**Run 1: port wiring**

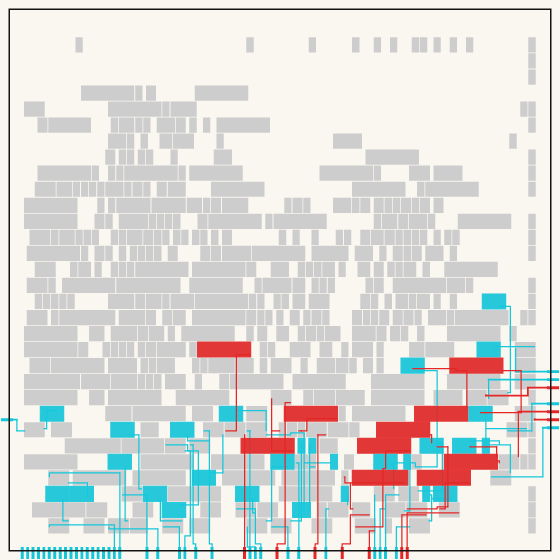
**Run 1: signal metal coverage by tile**

The die is cut into 18 by 18 equal tiles; black is low, pale yellow is high, scaled to the fullest tile. Values are wire area over tile area, all layers added.
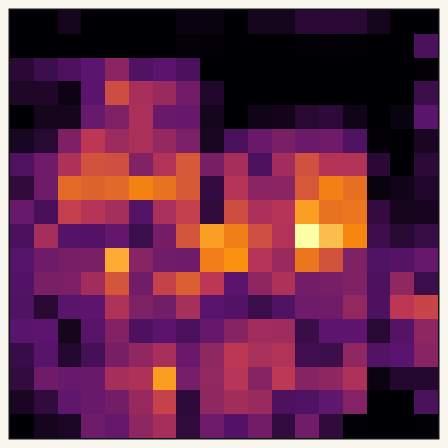
**Run 1: the metal 3 layer**

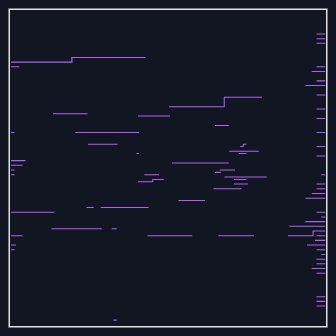
**Run 1: register map, names as in the netlist**

Other sequential cells in the stronger grey, the rest of the logic in the fainter grey.
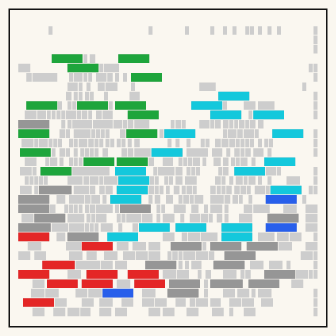
[config.mk]
export PLATFORM = sky130hd
export DESIGN_NAME = jstk_poller
export DESIGN_NICKNAME = d
export VERILOG_FILES = /design/src/rtl/jstk_poller.sv
export SDC_FILE = /design/constraint.sdc
export NUM_CORES = 1
export LEC_CHECK = 0
export ABC_AREA = 1
export CAP_MARGIN = 20
export CORE_MARGIN = 2
export CORE_UTILIZATION = 46
export DETAILED_ROUTE_END_ITERATION = 10
export HOLD_SLACK_MARGIN = 0.06
export PLACE_DENSITY = 0.8
export SLEW_MARGIN = 15
export SYNTH_ARGS = -nofsm -noshare
export SYNTH_HDL_FRONTEND = slang
export SYNTH_SLANG_ARGS = --single-unit
[constraint.sdc]
create_clock -name clk -period 1.8 [get_ports clk]
set_input_delay 0.36 -clock clk [delete_from_list [all_inputs] [get_ports clk]]
set_output_delay 0.36 -clock clk [all_outputs]
set_load 0.02 [all_outputs]
[src/rtl/jstk_poller.sv]
// jstk_poller
// Polling controller for the PMOD joystick behind a 40-bit SPI master.
// It fires the master's trigger once every POLL_CYCLES clocks and drives the
// 5-byte command frame. It then follows the transfer through the master's
// chip select and decodes the received frame into position, buttons and a
// paddle direction.
//
// Optional feature (compile-time macro JSTK_DEADZONE_EN):
//   defined     - x/y values inside CENTER +/- DEADZONE (inclusive) are
//                 reported as CENTER.
//   not defined - x/y are reported raw.
//   The paddle outputs use the deadzone thresholds in both builds.
//
// Ports:
//   clk          in   system clock (same clock as the SPI master)
//   rst_n        in   asynchronous active-low reset
//   led[1:0]     in   LED request, sampled when a poll starts
//   trigger      out  start pulse/level to the SPI master (high in REQ)
//   out_bytes    out  command frame to the SPI master
//   in_bytes     in   frame received by the SPI master
//   spi_cs       in   SPI master chip select (1 = idle), asynchronous here
//   x, y         out  decoded 10-bit position
//   btn[2:0]     out  {btn2, btn1, stick button}
//   paddle_up    out  y above CENTER+DEADZONE
//   paddle_down  out  y below CENTER-DEADZONE
//   valid        out  one-cycle pulse when a new sample is presented
//   err          out  one-cycle pulse when a transfer is aborted on timeout
//   dbg_state    out  current FSM state (IDLE=0, REQ=1, XFER=2, LATCH=3)
//
// Handshake with the SPI master: trigger stays high in REQ until the
// synchronised chip select drops. The transfer counts as complete when the
// chip select rises again. There is no ready/valid back-pressure. valid is a
// pure one-cycle event qualifying x/y/btn/paddle_* in the same cycle.
module jstk_poller #(
   parameter int POLL_CYCLES    = 500000,
   parameter int TIMEOUT_CYCLES = 8192,
   parameter int CENTER         = 512,
   parameter int DEADZONE       = 64
) (
   input  logic        clk,
   input  logic        rst_n,
   input  logic [1:0]  led,
   output logic        trigger,
   output logic [39:0] out_bytes,
   input  logic [39:0] in_bytes,
   input  logic        spi_cs,
   output logic [9:0]  x,
   output logic [9:0]  y,
   output logic [2:0]  btn,
   output logic        paddle_up,
   output logic        paddle_down,
   output logic        valid,
   output logic        err,
   output logic [1:0]  dbg_state
);

   typedef enum logic [1:0] {
      IDLE  = 2'd0,
      REQ   = 2'd1,
      XFER  = 2'd2,
      LATCH = 2'd3
   } state_t;

   localparam int PW = $clog2(POLL_CYCLES);
   localparam int TW = $clog2(TIMEOUT_CYCLES) + 1;
   localparam logic [PW-1:0] POLL_LAST = PW'(POLL_CYCLES - 1);
   localparam logic [TW-1:0] TO_LAST   = TW'(TIMEOUT_CYCLES - 1);

   // Thresholds are 11 bits wide so CENTER+DEADZONE cannot wrap.
   // The lower bound is clamped at zero.
   localparam int HI_I = CENTER + DEADZONE;
   localparam int LO_I = (CENTER > DEADZONE) ? (CENTER - DEADZONE) : 0;
   localparam logic [10:0] HI  = 11'(HI_I);
   localparam logic [10:0] LO  = 11'(LO_I);
   localparam logic [9:0]  CTR = 10'(CENTER);

   state_t state, next_state;

   logic [PW-1:0] poll_ctr;
   logic [TW-1:0] to_ctr;
   logic          cs_meta, cs_s;
   logic          poll_hit, timeout_hit;
   logic          start_poll, abort;

   logic [9:0] x_raw, y_raw, x_dec, y_dec;
   logic       up_dec, dn_dec;
   logic       unused_bits;

   // Chip select comes from the SPI clock domain; it idles high.
   always_ff @(posedge clk or negedge rst_n) begin
      if (!rst_n) begin
         cs_meta <= 1'b1;
         cs_s    <= 1'b1;
      end else begin
         cs_meta <= spi_cs;
         cs_s    <= cs_meta;
      end
   end

   assign poll_hit    = (poll_ctr == POLL_LAST);
   assign timeout_hit = (to_ctr == TO_LAST);

   always_ff @(posedge clk or negedge rst_n) begin
      if (!rst_n) state <= IDLE;
      else        state <= next_state;
   end

   always_comb begin
      next_state = state;
      start_poll = 1'b0;
      abort      = 1'b0;
      case (state)
         IDLE: begin
            if (poll_hit) begin
               next_state = REQ;
               start_poll = 1'b1;
            end
         end
         REQ: begin
            if (timeout_hit) begin
               next_state = IDLE;
               abort      = 1'b1;
            end else if (!cs_s) begin
               next_state = XFER;
            end
         end
         XFER: begin
            if (timeout_hit) begin
               next_state = IDLE;
               abort      = 1'b1;
            end else if (cs_s) begin
               next_state = LATCH;
            end
         end
         LATCH:   next_state = IDLE;
         default: next_state = IDLE;
      endcase
   end

   assign trigger   = (state == REQ);
   assign dbg_state = state;

   // The poll counter free-runs in every state so the poll period does not
   // depend on how long a transfer takes.
   always_ff @(posedge clk or negedge rst_n) begin
      if (!rst_n) begin
         poll_ctr <= '0;
      end else if (poll_hit) begin
         poll_ctr <= '0;
      end else begin
         poll_ctr <= poll_ctr + PW'(1);
      end
   end

   always_ff @(posedge clk or negedge rst_n) begin
      if (!rst_n) begin
         to_ctr <= '0;
      end else if (start_poll) begin
         to_ctr <= '0;
      end else if (state == REQ || state == XFER) begin
         to_ctr <= to_ctr + TW'(1);
      end
   end

   always_ff @(posedge clk or negedge rst_n) begin
      if (!rst_n) begin
         out_bytes <= 40'h80_0000_0000;
      end else if (start_poll) begin
         out_bytes <= {6'b100000, led, 32'h0};
      end
   end

   // Frame decode. The first byte received is in_bytes[39:32].
   assign x_raw  = {in_bytes[25:24], in_bytes[39:32]};
   assign y_raw  = {in_bytes[9:8],   in_bytes[23:16]};
   assign up_dec = ({1'b0, y_raw} > HI);
   assign dn_dec = ({1'b0, y_raw} < LO);

`ifdef JSTK_DEADZONE_EN
   assign x_dec = (({1'b0, x_raw} >= LO) && ({1'b0, x_raw} <= HI)) ? CTR : x_raw;
   assign y_dec = (({1'b0, y_raw} >= LO) && ({1'b0, y_raw} <= HI)) ? CTR : y_raw;
`else
   assign x_dec = x_raw;
   assign y_dec = y_raw;
`endif

   // Bits of the frame that carry no information for this block.
   assign unused_bits = ^{in_bytes[31:26], in_bytes[15:10], in_bytes[7:3]};

   // Sample outputs update together on the cycle after LATCH. On a timeout
   // abort they keep their previous values.
   always_ff @(posedge clk or negedge rst_n) begin
      if (!rst_n) begin
         x           <= CTR;
         y           <= CTR;
         btn         <= 3'b000;
         paddle_up   <= 1'b0;
         paddle_down <= 1'b0;
         valid       <= 1'b0;
         err         <= 1'b0;
      end else begin
         valid <= (state == LATCH);
         err   <= abort;
         if (state == LATCH) begin
            x           <= x_dec;
            y           <= y_dec;
            btn         <= in_bytes[2:0];
            paddle_up   <= up_dec;
            paddle_down <= dn_dec;
         end
      end
   end

endmodule
==> notes.md, run 1 <==
Physical implementation

On met2, the global router reports a usage of 28.6%. For this design the static power due to leakage is 2.15 nW. In the global route stage, met3 resource usage came out at 6.33%. The worst hold path startpoint is cs_meta. The path type of the worst min-delay path is flop to flop. The flow ran to the end, and the final reports show no timing, DRC or antenna violations. The number of cells on the worst reg-to-reg path is 7.

Per the detail_route report, the via count comes to 2692. Including well taps, the total number of placed cells is 555. The area of the placeable core is 7330 um^2.

The highest achievable clock rate is 583 MHz. The TritonCTS buffer count is 9. In the layout the commonest cells are 64 x nand2_1, 62 x dfrtp_1, 53 x clkdlybuf4s50_1, 49 x nor2_1, 46 x inv_1. The largest individual stage delay along the critical path comes from the cell clkdlybuf4s50_1.

The report gives the cell count of the worst hold path as 0. The synthesized design devotes to its leading area cell type a little over two fifths of total area. For this run, the post-layout net count is 521. In this run the critical path is formed by clkdlybuf4s50_1. The floorplan step records an initial core utilization of 48.2%.

The share of flip-flops with an asynchronous set or reset is 100%. The tree is rooted in a clkbuf_8. Detailed placement ended at an HPWL of around 5000 um. The final layout reports a setup TNS of 0 ns. Entering global routing, the biggest net connects 67 pins. Row generation in the floorplan step produced 31 rows. The global-route usage over all layers is roughly 18%. Per the gpl log, the routability congestion estimate is about 0.86.

The final non-filler cell area is 4380 um^2. The number of maximum-capacitance violations recorded for the run is 0. The layer with the highest usage is met2. Cells with a size suffix above 1 make up 15.0% of the layout. The analysis reports a worst IR drop on VDD of 0.000588 V. The initial antenna violation count was 0. The number of global-route vias before repair came to 2617. The most used flip-flop cell after synthesis is dfrtp_1. The longest incremental delay of any stage on the critical path is reported as 0.65 ns.

The number of DRC markers after the initial detailed-route iteration is 119. CTS built an H-tree with a depth of 3. The reg-to-reg startpoint is dbg_state[0]. Global routing consumed, on the met1 layer, 21.8% of the routing resources.

The minimum period implied by the final worst setup slack is 1.71 ns. The worst setup timing slack at the placement stage is 0.0536 ns. The OpenROAD report gives the critical path a data arrival time of 1.35 ns. Clock-pin slew was measured on the worst setup and hold paths at 0.07 ns. Ranked by total cell area, the synthesized netlist is headed by dfrtp_1 44%, buf_4 8.1%, nand2_1 6.9%, mux2_2 6.4%, nor2_1 5.2%.

The total overflow left after global routing is 0. Input and output buffers added on the ports amount to 59. Once synthesis finished, the tally of register bits stood at 66.

The worst setup path is launched from a flop. After synthesis, the netlist uses 34 different library cells. The synthesized chip area reported by yosys is 3530 um^2.

The filler cell count in the final layout is 617. The warning total across the stage logs is 47. Once detail routing completed, the nets flagged for antenna violations numbered 0.

A synthesized cell averages ~8.9 um^2. The worst setup skew after layout is 0.00633 ns. The die span in y is 91.6 um.

The number of buffer and inverter stages on the critical path is 1. The library cell with the largest summed area after synthesis is dfrtp_1. According to the timing report, the data required time at the worst endpoint equals between 1 and 1.5 ns.

The maximum fanout along the worst path is 2. The latest clock arrival within the worst-skew pair is approximately 0.34 ns. The synthesized netlist was found by Yosys to have 397 cells.

The horizontal die dimension is between 90 and 100 um. The slack of the worst reg-to-reg path is 0.18 ns. The proportion of synthesized chip area in sequential cells is 46.9%. No sink is reached through more buffers than the 2 on the longest clock path. The first TritonRoute pass finished after 4 iterations. Pin placement for this block handled 115 I/O pins. The setup-violating endpoint count in the final report is 0. In this run the full chip footprint comes out at 8390 um^2.

TritonRoute reported its final design rule violation total as 0. For this run, the script counts the antenna cells in the layout as 0. The endpoint of the worst hold path is reported as cs_s. The first global-routing pass estimated 11800 um of wire. The clock tree has to reach 66 sinks. Across all setup checks in the final design, the least slack found is 0.0855 ns.

After detailed routing, the number of vias per cell comes to 4.70. The synthesized netlist occupies a cell area of 3530 um^2. By instance count after routing, the leading logic cell type is nand2_1. Post-route period utilization is reported as a little over nine tenths. The final timing report lists a max-slew violation count of 0. The number of synthesis warnings is 0. The total power density per cell area is between 600 and 700 nW/um^2. Compared with the post-synthesis result, the final layout area differs by 24.0%. Setup repair after global routing left no endpoint under its margin.

The TritonCTS clock tree is yes. The classification of the worst setup path is flop to output pin. In the final report, the number of hold violations comes to 0. The cell count after synthesis came out at 397. Detailed placement reports a standard cell area of around 4100 um^2. The endpoint class of the critical path is an output pin.

The worst flop-to-flop path endpoint is to_ctr[11]. The synthesized design contains 0 enable-type register cells.
Notes on 'port wiring' above:
legend:
  in_bytes:
    colour: cyan
    bits: 40
    direction: input
    end_cells: 28
    buffers: 23
    wire: 553 um
  y:
    colour: red
    bits: 10
    direction: output
    end_cells: 10
    buffers: 10
    wire: 281 um

Notes on 'signal metal coverage by tile' above:
emptiest ninth of the die: upper right
nearly empty tiles: 18%
fullest tile: 0.48
mean over tiles: 0.13
tiles over half the peak: 12%
wire length reported by the detailed router: 6600 um
detail-routed net length per standard cell: 11.5 um

Notes on 'the metal 3 layer' above:
longest straight run: 21.2 um
share of all routed wire: 5.9%
wire length on this layer: 388 um

Notes on 'register map, names as in the netlist' above:
legend:
  poll_ctr:
    colour: cyan
    placed_flops: 19
  btn:
    colour: blue
    placed_flops: 3
  x:
    colour: red
    placed_flops: 10
    where: lower left
  to_ctr:
    colour: green
    placed_flops: 14
not coloured: 20
Storage cell area: 1660 um^2
sequential-cell power consumption: 1.49 mW
share of the final layout cell area in sequential cells: 37.8%
post-layout util: 59.7%

[run 1: worst reg2reg max path: stages (launching register included)]
cell	delay, ns
dfrtp_1	0.41
inv_1	0.10
ha_1	0.34
nand3_1	0.12
nor3_4	0.18
nand2_2	0.10
o21ai_0	0.13
nor3b_2	0.16
[run 1: Yosys cell counts (all sizes together), types with 2 or more instances]
cell,count
dfstp,4
nor2,55
mux2,20
dfrtp,62
inv,48
conb,2
nand4,5
xor2,11
a21oi,8
nand2,67
nor3b,5
buf,41
nand3,27
ha,7
o21ai,10
nor3,16
[run 1: per-stage QoR]
stage / power, mW / hold slack (ns) / util (%)
floorplan: 1.65 / 0.0644 / -
global placement: 1.68 / 0.347 / 56.4
detailed placement: 1.68 / 0.353 / 56.4
CTS: 3.00 / 0.364 / 59.3
global route: 3.08 / 0.364 / 59.7
finish: 2.95 / 0.360 / 59.7
[run 1: what timing repair did]
action | CTS | global route
pin swaps | 0 | 0
endpoints found under the setup margin | 5 | 8
hold buffers | 1 | 0
gates resized | 5 | 8
setup buffers | 0 | 1
endpoints found under the hold margin | 62 | 0
[run 1: worst max-delay path by stage]
stage / from / end / slack [ns] / cells after the start
floorplan: dbg_state[0] / to_ctr[11] / 0.08 / 7
global placement: dbg_state[0] / to_ctr[11] / 0.17 / 7
detailed placement: dbg_state[0] / to_ctr[11] / 0.05 / 7
CTS: dbg_state[0] / to_ctr[11] / 0.05 / 7
global route: dbg_state[0] / to_ctr[11] / 0.02 / 7
finish: x[1] / x[1] / 0.09 / 1
[run 1: metal layers]
layer | routed length (um) | vias up
li1 | - | 1334
met1 | 2800 | 1255
met2 | 3310 | 92
met3 | 387 | 11
met4 | 95 | 0
met5 | 0 | -
[run 1: cells by family (layout without fill, tap and decap cells)]
family,Yosys count,in the layout,synth area share (%)
XOR/XNOR,12,12,2.98
AND/OR/NAND/NOR,177,177,23.6
multiplexers,20,20,6.38
flip-flops,66,66,46.9
other,2,38,0.213
AND-OR/OR-AND,22,22,3.44
adder cells (fa/ha/maj),7,7,2.48
buffers and inverters,91,132,14.0
[run 1: sequential cells by signal (all words and copies together) (netlist names)]
register / count
poll_ctr: 19
to_ctr: 14
x: 10
y: 10
btn: 3
dbg_state: 2
out_bytes: 2
cs_meta: 1
cs_s: 1
err: 1
paddle_down: 1
paddle_up: 1
valid: 1
[run 1: cell type report]
class,count,area (um^2),area share [%]
clock buffer,11,151,3.46
inverter,49,184,4.20
sequential,66,1660,37.8
tap,99,124,2.83
multi-input combinational,276,1540,35.2
timing repair buffer,67,663,15.1
clock inverter,5,60.1,1.37
[run 1: power by group]
| part | switching [mW] | internal, mW | total, mW |
|---|---|---|---|
| logic | 0.111 | 0.0577 | 0.169 |
| registers | 0.000895 | 1.49 | 1.49 |
| clock network | 0.571 | 0.722 | 1.29 |
| total | 0.683 | 2.27 | 2.95 |
==> run 2: changes to the inputs <==
--- a/config.mk
+++ b/config.mk
@@ -6,6 +6,7 @@
 export NUM_CORES = 1
 export LEC_CHECK = 0
 export ABC_AREA = 1
+export ABC_CLOCK_PERIOD_IN_PS = 1800
 export CAP_MARGIN = 20
 export CORE_MARGIN = 2
 export CORE_UTILIZATION = 46
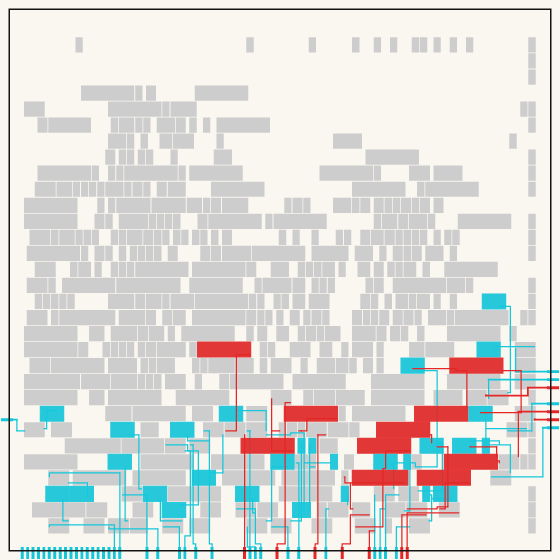
**Above:** run 2 (port wiring).
legend:
  in_bytes:
    colour: cyan
    bits: 40
    direction: input
    end_cells: 28
    buffers: 23
    wire: 553 um
  y:
    colour: red
    bits: 10
    direction: output
    end_cells: 10
    buffers: 10
    wire: 281 um
num ports: 115
IO Port Bufs: 59

==> notes.md, run 2 <==
Physical implementation

At the later pin of the worst-skew pair, clock insertion delay measures 0.34 ns. The detailed-route wire length is 6600 um. Tracing the worst setup path back leads to its startpoint at x[1]. The register bit count reported by yosys is 66. The number of logic stages on the critical path including buffering is 1.

The global-route usage over all layers is 17.5%. Relative to the synthesized area, the layout overhead comes to 24.0%. The horizontal die dimension is 91.6 um. The number of buffer and inverter stages on the critical path is 1. Ranked by flip-flop count, first place goes to poll_ctr. The global placement routability congestion is 0.856.

The clock sink count is ~66. The final route contains 2692 vias. After synthesis, the chip area reported by Yosys is 3530 um^2. The element type at the critical path start is a flop.

Leaving out filler cells and counting taps, the final layout contains 573. For reference, the critical path cell chain is clkdlybuf4s50_1. Clock tree synthesis inserted a total of 9 buffers. In the post-synthesis netlist, the cell with the most instances is nand2_1. The endpoint class of the critical path is an output pin. The clock tree root driver cell is clkbuf_8. The most common logic cells in the final layout are 64 x nand2_1, 62 x dfrtp_1, 53 x clkdlybuf4s50_1, 49 x nor2_1, 46 x inv_1. The synthesized netlist cell count is 397.

The most critical hold endpoint after final layout shows a slack of approximately 0.36 ns. The routed wirelength normalized by instance count is 11.5 um. Post-route period utilization is reported as 95.2%. Yosys stat counts just under 400 cells in the synthesized netlist. The library cell with the largest summed area after synthesis is dfrtp_1. The critical path's top delay family is buffers and inverters. Yosys mapped a number of flops with a built-in enable equal to 0. Per Yosys stat, the portion of area used by sequential elements is 46.9%. The via density per instance is approximately 4.7.

The data arrival at the endpoint of the critical path is between 1 and 1.5 ns. OpenSTA lists the critical path endpoint as x[1]. The critical path is of the flop to output pin type. The required time of the critical path is 1.44 ns. Measured in cells, the most critical reg-to-reg path has a length of 7. Measured along the y axis, the die boundary spans 91.6 um. Yosys printed 0 warnings. In the final layout, the registers with the most flip-flops are poll_ctr: 19 flops, to_ctr: 14 flops.

The final timing report counts setup violations totalling 0. The number of DRC markers after the initial detailed-route iteration is 119. The starting density of the core is 48.2%. The overall die size recorded for this design is 8390 um^2. The number of warnings reported in the stage logs is ~47. Setup repair after global routing left no endpoint under its margin. The final layout contains about 520 nets.

The flow ran to the end, and the final reports show no timing, DRC or antenna violations. The residual antenna-violating net count after detailed routing is 0. The share of synthesized area in the top cell type comes to a little over two fifths. The minimum period implied by the final worst setup slack is 1.71 ns. Power comes to 2.95 mW.

The top cell type in the final layout, fill and taps aside, is nand2_1. In the final layout, the share of cells above drive strength 1 is 15.0%. The first global-routing pass estimated 11800 um of wire. The number of max-capacitance violations reported is 0. The total standard cell area after synthesis is 3530 um^2. The pre-antenna-repair detailed-routing pass consisted of 4 iterations. The cell type of the slowest stage on the worst timing path is clkdlybuf4s50_1. The worst setup skew after layout is around 0.0063 ns. The total number of H-tree levels is 3. The placed cell count is about 560.

Summed over all layers, the global routing overflow is 0. VDD sags by at most approximately 0.00059 V. The total power density per cell area is 673 nW/um^2. The main area contributors are dfrtp_1 44%, buf_4 8.1%, nand2_1 6.9%, mux2_2 6.4%, nor2_1 5.2%. The instance area at placement is 4140 um^2. The summed negative setup slack over all endpoints is 0 ns. The final timing report lists a hold violation count of 0.

The clock-pin slew of the registers on the worst-case setup and hold paths is approximately 0.07 ns. The slack of the worst reg-to-reg path is 0.18 ns. The delay of the slowest cell on the worst path is 0.65 ns. Per the timing report, the most critical flop-to-flop path originates at dbg_state[0]. The maximum fanout along the worst path is 2.

The report lists the number of standard-cell rows as 31. The highest achievable clock rate is between 500 and 600 MHz. The number of flip-flops under the largest register name is 19. The final-report max-slew violation count is 0. The TritonCTS clock tree is yes. The largest net degree at the start of global routing is 67. The maximum clock path buffer count is 2. The remaining design rule violation count is 0.

Yosys reports that the most numerous cell types are 65 x nand2_1, 62 x dfrtp_1, 49 x nor2_1. The post-route utilization of the core is recorded as 59.7%. The worst setup timing slack at the placement stage is 0.0536 ns. Per the synth stats, the flop cell with the highest instance count is dfrtp_1. The path type of the worst min-delay path is flop to flop.

The initial antenna violation count is 0. Detailed placement finished with a half-perimeter wire length of 4980 um. Synthesis instantiated 34 different standard cells from the library. The share of flip-flops with an asynchronous set or reset is 100%. The worst register-to-register path ends at to_ctr[11]. In the post-route analysis, the smallest setup slack over all paths is 0.0855 ns. The number of global-route vias before repair is between 2000 and 3000. The core region is approximately 7300 um^2. Summing all non-filler instances in the final layout gives an area of 4380 um^2. The mean cell area of the mapped netlist is 8.89 um^2.

The standby leakage power is 2.15 nW. The number of antenna diodes in the final layout is 0.
## run 2: cell counts in the layout (fill, tap and decap cells not counted)
Identical to the previous run, type by type.
## run 2: final cells by class
| type | count | area, um^2 |
|---|---|---|
| inverters | 49 | 184 |
| well taps | 99 | 124 |
| fillers | 617 | 2950 |
| clock inverters | 5 | 60.1 |
| multi-input cells | 276 | 1540 |
| repair buffers | 67 | 663 |
| clock buffers | 11 | 151 |
| flip-flops and latches | 66 | 1660 |
## run 2: kinds of logic (layout without fill, tap and decap cells)
family	Yosys count	in the layout	synth area share, %
simple gates	177	177	23.6
buf+inv	91	132	14.0
flops	66	66	46.9
compound gates	22	22	3.44
mux	20	20	6.38
xor+xnor	12	12	2.98
fa+ha+maj	7	7	2.48
other cells	2	38	0.213
## run 2: how the worst min path moves through the flow
stage | start | endpoint | slack [ns] | depth (start not counted)
after floorplan | rst_n | btn[0] | 0.06 | 0
after global placement | cs_meta | cs_s | 0.35 | 0
after detailed placement | cs_meta | cs_s | 0.35 | 0
after CTS | cs_meta | cs_s | 0.36 | 0
after global routing | cs_meta | cs_s | 0.36 | 0
final | cs_meta | cs_s | 0.36 | 0
## run 2: where the power goes
part / switching [mW] / total, mW / leakage, nW / internal (mW)
sequential: 0.000895 / 1.49 / 0.868 / 1.49
combinational: 0.111 / 0.169 / 1.17 / 0.0577
clock: 0.571 / 1.29 / 0.106 / 0.722
## run 2: metal layers
| metal | wire, um | part of all wire, % | GRT usage (%) |
|---|---|---|---|
| met1 | 2800 | 42 | 21.8 |
| met2 | 3310 | 50 | 28.6 |
| met3 | 387 | 5.9 | 6.33 |
| met4 | 95 | 1.4 | 5.43 |
| met5 | 0 | 0 | 0 |
## run 2: what timing repair did
| item | CTS | global route |
|---|---|---|
| gates resized | 5 | 8 |
| hold buffers | 1 | 0 |
| setup endpoints to repair | 5 | 8 |
| buffers inserted | 0 | 1 |
| hold endpoints to repair | 62 | 0 |
==> run 3: changes to the inputs <==
--- a/config.mk
+++ b/config.mk
@@ -10,6 +10,7 @@
 export CAP_MARGIN = 20
 export CORE_MARGIN = 2
 export CORE_UTILIZATION = 46
+export CTS_CLUSTER_DIAMETER = 100
 export DETAILED_ROUTE_END_ITERATION = 10
 export HOLD_SLACK_MARGIN = 0.06
 export PLACE_DENSITY = 0.8
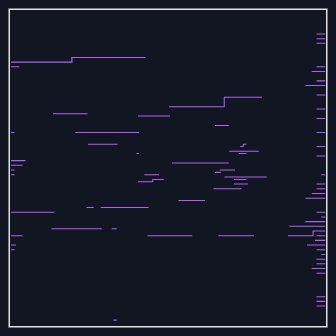
**Above:** run 3 (the metal 3 layer).
nets with wire on the layer: 60
share of all routed wire: 5.9%

==> notes.md, run 3 <==
Physical implementation

The critical path's top delay family is buffers and inverters. The largest registers in the layout are poll_ctr: 19 flops, to_ctr: 14 flops. The cell-mix breakdown from Yosys lists the XOR/XNOR area share as 2.98%. The summed negative setup slack over all endpoints is 0 ns. The synthesized netlist cell count is ~400.

The vertical die dimension reported for this design is 91.6 um. The portion of netlist area occupied by mux cells is 6.38%. The TritonCTS clock tree is yes.

The most frequently used library cell after synthesis is nand2_1. In this run the tool buffered the top-level ports with 59 buffer cells. In the layout the commonest cells are 64 x nand2_1, 62 x dfrtp_1, 53 x clkdlybuf4s50_1, 49 x nor2_1, 46 x inv_1.

The horizontal die dimension reported for this design is about 90 um. Of the total synthesized cell area, the portion taken by AND-OR and OR-AND cells is 3.44%. The worst setup skew after layout is 0.00633 ns. The H-tree generated during clock tree synthesis spans 3 levels.

The portion of synthesized cell area occupied by the leading cell type is 43.9%. The worst setup path is captured at an output pin. The first-pass detailed-route iteration total is 4.

The global-route congestion overflow total is 0. The commonest cells after synthesis are 65 x nand2_1, 62 x dfrtp_1, 49 x nor2_1. In the synthesized netlist, the dominant kind of combinational cell is simple AND/OR/NAND/NOR gates. The total vias in the final route is roughly 2700.

The area of the placeable core is 7330 um^2. The wire length of the first global-routing pass is 11800 um. The run finished with clean final reports. The path type of the worst min-delay path is flop to flop. The initial antenna violation count came to 0. The element type at the critical path start is a flop. Hold analysis shows the worst path with a depth of 0. The largest register by flop count is poll_ctr. The analysis attributes to cell leakage a power of ~2.1 nW. Entering global routing, the biggest net connects ~67 pins.

The instance area at placement is 4140 um^2. Per Yosys stat, the portion of area used by sequential elements is between 40% and 50%. CTS saw 66 sinks. The maximum fanout along the worst path is 2.

The critical path goes through clkdlybuf4s50_1. For reference, the post-synthesis area per instance comes to 8.89 um^2. After filler insertion, the fill cell instance count of the layout stands at 617.

The final timing report lists a max-slew violation count of 0. By area the synthesized netlist is led by dfrtp_1 44%, buf_4 8.1%, nand2_1 6.9%, mux2_2 6.4%, nor2_1 5.2%. In this run, the synthesized area fraction spent on adder and majority cells is recorded as 2.48%. For reference, simple AND, OR, NAND and NOR cells occupy roughly a quarter of the area reported after synthesis.

Clock latency on the worst-skew pair, taken at its later pin, is 0.34 ns. The number of cells on the worst reg-to-reg path is 7. The worst flop-to-flop path endpoint is to_ctr[11].

The area of the die is 8390 um^2. The critical path is of the flop to output pin type. The clock tree root driver cell is clkbuf_8.

At the worst endpoint, the arrival time is 1.35 ns. The number of DRC markers after the initial detailed-route iteration is roughly 120. The required time of the critical path is 1.44 ns. The most numerous logic cell after layout is nand2_1. The worst path needs 1.71 ns of the cycle, external delays included. According to the finish report, the design has a final net count of 521. Post-route period utilization is reported as 95.2%. The cell count in the Yosys report is 397. The residual antenna-violating net count after detailed routing is 0. The number of placement rows is 31. The number of max-capacitance violations reported is 0. The share of flip-flops with an asynchronous set or reset is 100%. The starting density of the core is between 40% and 50%. The post-layout total power is 2.95 mW. The number of global-route vias before repair is approximately 2600.

The timing report shows that the slowest cell on the worst path is clkdlybuf4s50_1. The total power density per cell area is about 670 nW/um^2. The routing usage on met2 is 28.6%. Post-synthesis, Yosys gives the total cell area as 3530 um^2. The peak ir drop on the vdd network is 0.000588 V. The reg-to-reg startpoint is dbg_state[0]. The synthesis report lists the Yosys warning total as 0.

The slack of the worst reg-to-reg path is 0.18 ns. For this run, the detailed router reports a per-instance via density of 4.70. The register bit count reported by yosys is 66. The number of warnings reported in the stage logs is 47. The synthesized netlist occupies a cell area of 3530 um^2.

The HPWL after detailed placement is 4980 um. The routed wirelength normalized by instance count is 11.5 um. The clock-pin slew of the registers on the worst-case setup and hold paths is 0.07 ns. In this run the deepest clock path goes through 2 buffers. The worst hold path begins at cs_meta. The number of enable-type register cells in the synthesized netlist is 0. The TritonCTS buffer count is 9. In this run, distinct cell masters in the synthesized netlist total 34. The global placement routability congestion is between 0.8 and 0.9. Derived from the worst setup path, the maximum achievable clock frequency is 583 MHz. The library cell with the largest summed area after synthesis is dfrtp_1. The top-level I/O count is roughly 120. The finished cells cover about 4400 um^2. Per the detail_route report, DRC violations left total 0. The growth of design area from synthesis to finish is 24.0%.

The number of antenna diodes is 0. The most used flip-flop cell after synthesis is dfrtp_1. The number of flip-flops under the largest register name is 19.

The setup-violating endpoint count in the final report is 0. Registers take around 1700 um^2. In the final report, the number of hold violations comes to 0. The layer with the highest usage is met2. For this run, the slowest stage of the critical path takes 0.65 ns. For this run, global-route usage on met3 was measured as 6.33%. Of the cells placed in the final design, the portion with a size suffix greater than 1 is 15.0%.

The number of buffer and inverter stages on the critical path is 1. Overall routing resource usage recorded by global route was 17.5%. The multi-input combinational cell area is 1540 um^2. Setup repair after global routing left no endpoint under its margin.

The end of the worst hold path is cs_s. The detailed-route wire length is 6600 um. For met1 alone, demand over resource in global routing was between 20 and 25%.
run 3: cell counts after synthesis:
Identical to the previous run, type by type.
run 3: worst max path at each step:
stage / startpoint / endpoint / slack (ns) / depth (start not counted)
global placement: dbg_state[0] / to_ctr[11] / 0.17 / 7
CTS: dbg_state[0] / to_ctr[11] / 0.05 / 7
global route: dbg_state[0] / to_ctr[11] / 0.02 / 7
finish: x[1] / x[1] / 0.09 / 1
detailed placement: dbg_state[0] / to_ctr[11] / 0.05 / 7
floorplan: dbg_state[0] / to_ctr[11] / 0.08 / 7
run 3: cell type report:
| class | count | share of cell area, % |
|---|---|---|
| well taps | 99 | 2.83 |
| repair buffers | 67 | 15.1 |
| inverters | 49 | 4.20 |
| multi-input cells | 276 | 35.2 |
| flip-flops and latches | 66 | 37.8 |
| clock inverters | 5 | 1.37 |
| clock buffers | 11 | 3.46 |
run 3: layer usage:
metal | vias up | part of all wire [%]
met4 | 0 | 1.4
met1 | 1255 | 42
li1 | 1334 | -
met5 | - | 0
met3 | 11 | 5.9
met2 | 92 | 50
run 3: cell families (layout without fill, tap and decap cells):
logic type	after synthesis	after routing
AOI/OAI and AO/OA	22	22
xor gates and xnor gates	12	12
adders and majority gates	7	7
buffers and inverters	91	132
DFF	66	66
muxes	20	20
other	2	38
and+or+nand+nor	177	177
run 3: stage by stage:
stage	std cells	util, %	hold WS [ns]	setup WS (ns)
6_report	573	59.7	0.360	0.0855
5_1_grt	573	59.7	0.364	0.0221
4_1_cts	572	59.3	0.364	0.0474
3_5_place_dp	555	56.4	0.353	0.0536
3_3_place_gp	555	56.4	0.347	0.165
2_1_floorplan	433	-	0.0644	0.0840
run 3: where the power goes:
group	switching, mW	total [mW]	internal [mW]
registers	0.000895	1.49	1.49
logic	0.111	0.169	0.0577
clock network	0.571	1.29	0.722
total	0.683	2.95	2.27
run 3: timing repair:
item | CTS | global route
hold endpoints to repair | 62 | 0
buffers inserted | 0 | 1
gates resized | 5 | 8
hold buffers | 1 | 0
endpoints found under the setup margin | 5 | 8
Power and IR drop assume default switching activity.
